==> config.mk <==
export PLATFORM = sky130hd
export DESIGN_NAME = flit_source_sink
export DESIGN_NICKNAME = d
export VERILOG_FILES = /design/src/rtl/flit_source_sink.sv
export SDC_FILE = /design/constraint.sdc
export NUM_CORES = 1
export LEC_CHECK = 0
export CORE_UTILIZATION = 39
export DETAILED_ROUTE_END_ITERATION = 10
export GPL_TIMING_DRIVEN = 1
export PLACE_DENSITY = 0.74
export SLEW_MARGIN = 20
export SYNTH_ARGS = -nofsm -noshare
export SYNTH_HDL_FRONTEND = slang
export SYNTH_SLANG_ARGS = --single-unit
==> constraint.sdc <==
create_clock -name clk -period 1.5 [get_ports clk]
set_clock_uncertainty 0.1 [all_clocks]
set_input_delay 0.45 -clock clk [delete_from_list [all_inputs] [get_ports clk]]
set_output_delay 0.45 -clock clk [all_outputs]
set_load 0.03 [all_outputs]
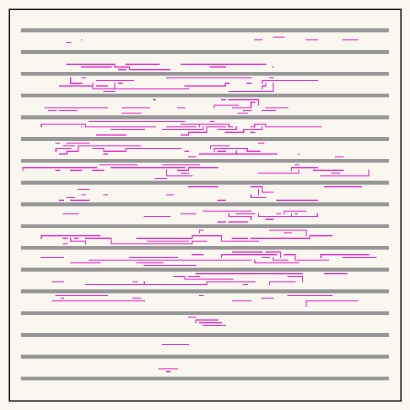
*M1 wires*
Drawn at 8 px/um. Supply wires on this layer in grey.
main direction	horizontal
wire length on this layer	649 um
nets with wire on the layer	88
share of all routed wire	48%
total vias in the final route: 606
met1 capacity usage during global routing: 16.67%
total wire length: 1359 um

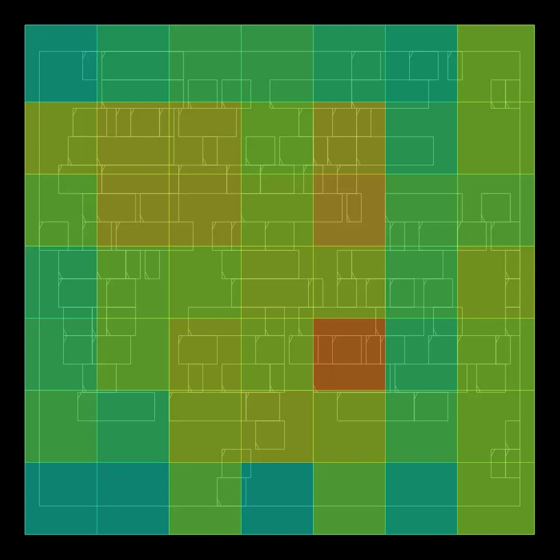
*Routing congestion map*
utilization after layout: 51.56%
Wirelength per Cell: 10.14 um
busiest metal layer after global routing: met2

==> results.rst <==
Implementation results
======================

.. list-table::
   :header-rows: 1

   * - Metric
     - Value
   * - Syn Area/Cell
     - 9.922 um^2
   * - Die Ht
     - 48.78 um
   * - Setup violations, final
     - 0
   * - Yosys Warn Count
     - 0
   * - Endpoint class of the critical path
     - output port
   * - Pin count of the biggest net entering global routing
     - 10
   * - Buffer levels on the longest clock path
     - 2
   * - Worst EP arrival
     - 0.88 ns
   * - Number of placement rows
     - 16
   * - Run status
     - completed
   * - RSZ-0062 raised after global routing
     - no
   * - CTS H-tree depth
     - 1
   * - Critical Path Fanout Max
     - 4
   * - R2R cell count
     - 5
   * - Buffers added on ports
     - 18
   * - Yosys Chip Area
     - 853.3 um^2
   * - Number of diodes
     - 0
   * - Number of placed cells counting well taps
     - 131
   * - Overall routing resource usage
     - 13.14%
   * - Post-Route Setup TNS
     - 0 ns
   * - Peak VDD IR
     - 545.0 uV
   * - Stages on worst setup path
     - 2
   * - Worst stage delay on the critical path
     - 0.33 ns
   * - Via count of the first global-routing pass
     - 566
   * - Post-layout minimum cycle time
     - 1.434 ns
   * - Maximum operating frequency
     - 0.6971 GHz
   * - Post-CTS setup repair buffer count
     - 0
   * - Unique masters post-synth
     - 25
   * - Dominant register cell in the synthesized netlist
     - dfxtp_1
   * - Initial antenna violation count
     - 0
   * - Clk sinks
     - 18
   * - Register bit count reported by yosys
     - 18
   * - Yosys cell count
     - 86
   * - Total grt overflow
     - 0
   * - Path type of the worst setup path
     - register to output port
   * - Number of CTS-inserted buffers
     - 3
   * - Slowest library cell on the worst path
     - dfxtp_2
   * - R2R setup slack
     - 0.12 ns
   * - Number of remaining DRC errors
     - 0
   * - Number of violations reported at the end of detailed-routing iteration 0
     - 3
   * - Final count of hold timing violations
     - 0
   * - Clock Pin Slew Worst Setup and Hold Paths
     - 0.08 ns
   * - Number of buffers and inverters on the critical path
     - 2
   * - Layout overhead on the synthesized area
     - 20.97%
   * - Post-route ant nets
     - 0
   * - Worst hold path depth
     - 2
   * - Fraction of final layout cells with drive strength greater than 1
     - 28.97%
   * - Final #Nets
     - 116
   * - First-pass GRT wire length
     - 2408 um
   * - Root buffer selected by CTS
     - clkbuf_4
   * - RD Place Congestion
     - 0.6583
   * - Max Transition Viols Final
     - 0
   * - Data required time of the worst path
     - 0.95 ns
   * - Chip footprint
     - 2379 um^2
   * - Worst hold-check slack
     - 0.3785 ns
   * - Post-layout instance count excluding filler cells
     - 134
   * - Worst-Skew Late Latency
     - 0.28 ns
   * - Initial core utilization
     - 42.62%
   * - Log Warnings
     - 27
   * - Ys async rst share
     - 0%
   * - Detailed Place HPWL
     - 1021 um
   * - Critical path startpoint category
     - register
   * - Vias per inst
     - 4.522
   * - Power density of the placed cells
     - 910.9 nW/um^2
   * - Maximum capacitance violations
     - 0
   * - Iteration tally of the first detailed-router pass
     - 2
   * - Post-synthesis cell area
     - 853.3 um^2
   * - Top cell family by delay on the critical path
     - flip-flops
   * - Post-route fraction of the period consumed by the critical path
     - 95.63%
   * - Flip-flops with a built-in enable
     - 0
   * - Type of the most critical hold path
     - register to register
   * - Core Area
     - 2002 um^2
   * - Sequential share of the synthesized area
     - 42.23%
   * - Cell leakage power
     - 0.4500 nW
   * - CTS tree
     - done
   * - Die width
     - 48.78 um
   * - Post-synthesis instance total
     - 86
   * - CP Cell Sequence
     - buf_4 > buf_6
   * - Boundary Pins
     - 30
[layout by cell type, fill, tap and decap left out, types with 5 or more instances in the layout]
cell / n
a21oi_1: 5
buf_4: 20
conb_1: 11
dfxtp_1: 14
mux2i_1: 5
nor2_1: 14
xnor2_1: 5
[tightest hold or removal path: stages (launching register included)]
cell     delay [ns]
dfxtp_1        0.34
a31oi_1        0.04
nor2_1         0.07
[synth_stat cells, types with 2 or more instances]
library cell	n	share of area (%)
a211oi_1	3	2.6
a21oi_1	5	2.9
buf_4	13	11
dfxtp_1	18	42
ha_1	3	4.4
inv_1	3	1.3
mux2i_1	5	5.9
nor2_1	14	6.2
nor3b_1	2	1.8
xnor2_1	5	5.1
[cell families after synthesis]
group                      after synthesis  synth area share, %
and+or+nand+nor                         24                16.57
buffers and inverters                   19                14.95
DFF                                     18                42.23
AOI/OAI and AO/OA                       10                9.385
xor gates and xnor gates                 6                6.158
muxes                                    5                5.865
adders and majority gates                3                4.399
other                                    1               0.4395
[metal layers]
layer  GRT usage, %  share of wire (%)  up-vias
met2          20.37                 44       28
li1               -                  -      307
met5              0                  0        -
met1          16.67                 48      269
met4          5.882                1.3        0
met3          4.050                7.3        2
[layout make-up]
cell class,instances,area (um^2)
clock buffers,3,22.52
fillers,200,969.7
multi-input cells,59,405.4
flip-flops and latches,18,367.9
inverters,3,11.26
well taps,27,33.78
repair buffers,24,191.4
[through the flow]
| step | util, % | total power (W) | cell area, um^2 | worst slack (ns) |
|---|---|---|---|---|
| 2_1_floorplan | - | 0.0006949 | 894.6 | 0.03251 |
| 3_3_place_gp | 49.94 | 0.0007216 | 999.7 | -0.2200 |
| 3_5_place_dp | 49.94 | 0.0007258 | 999.7 | -0.2406 |
| 4_1_cts | 51.13 | 0.0009491 | 1023 | 0.01006 |
| 5_1_grt | 51.56 | 0.0009958 | 1032 | 0.002550 |
| 6_report | 51.56 | 0.0009403 | 1032 | 0.06554 |
[report_power, final]
part           internal [W]  switching [W]
logic             0.0000750       0.000113
clock network     0.0000932       0.000131
registers          0.000499      0.0000285
total              0.000667       0.000273
[timing repair]
item / 4_1_cts / 5_1_grt
resized: 1 / 4
endpoints found under the setup margin: 1 / 3
pin swaps: 0 / 0
hold buffers: 0 / 0
Power figures rest on the tool's default switching activity, not on a simulated workload.
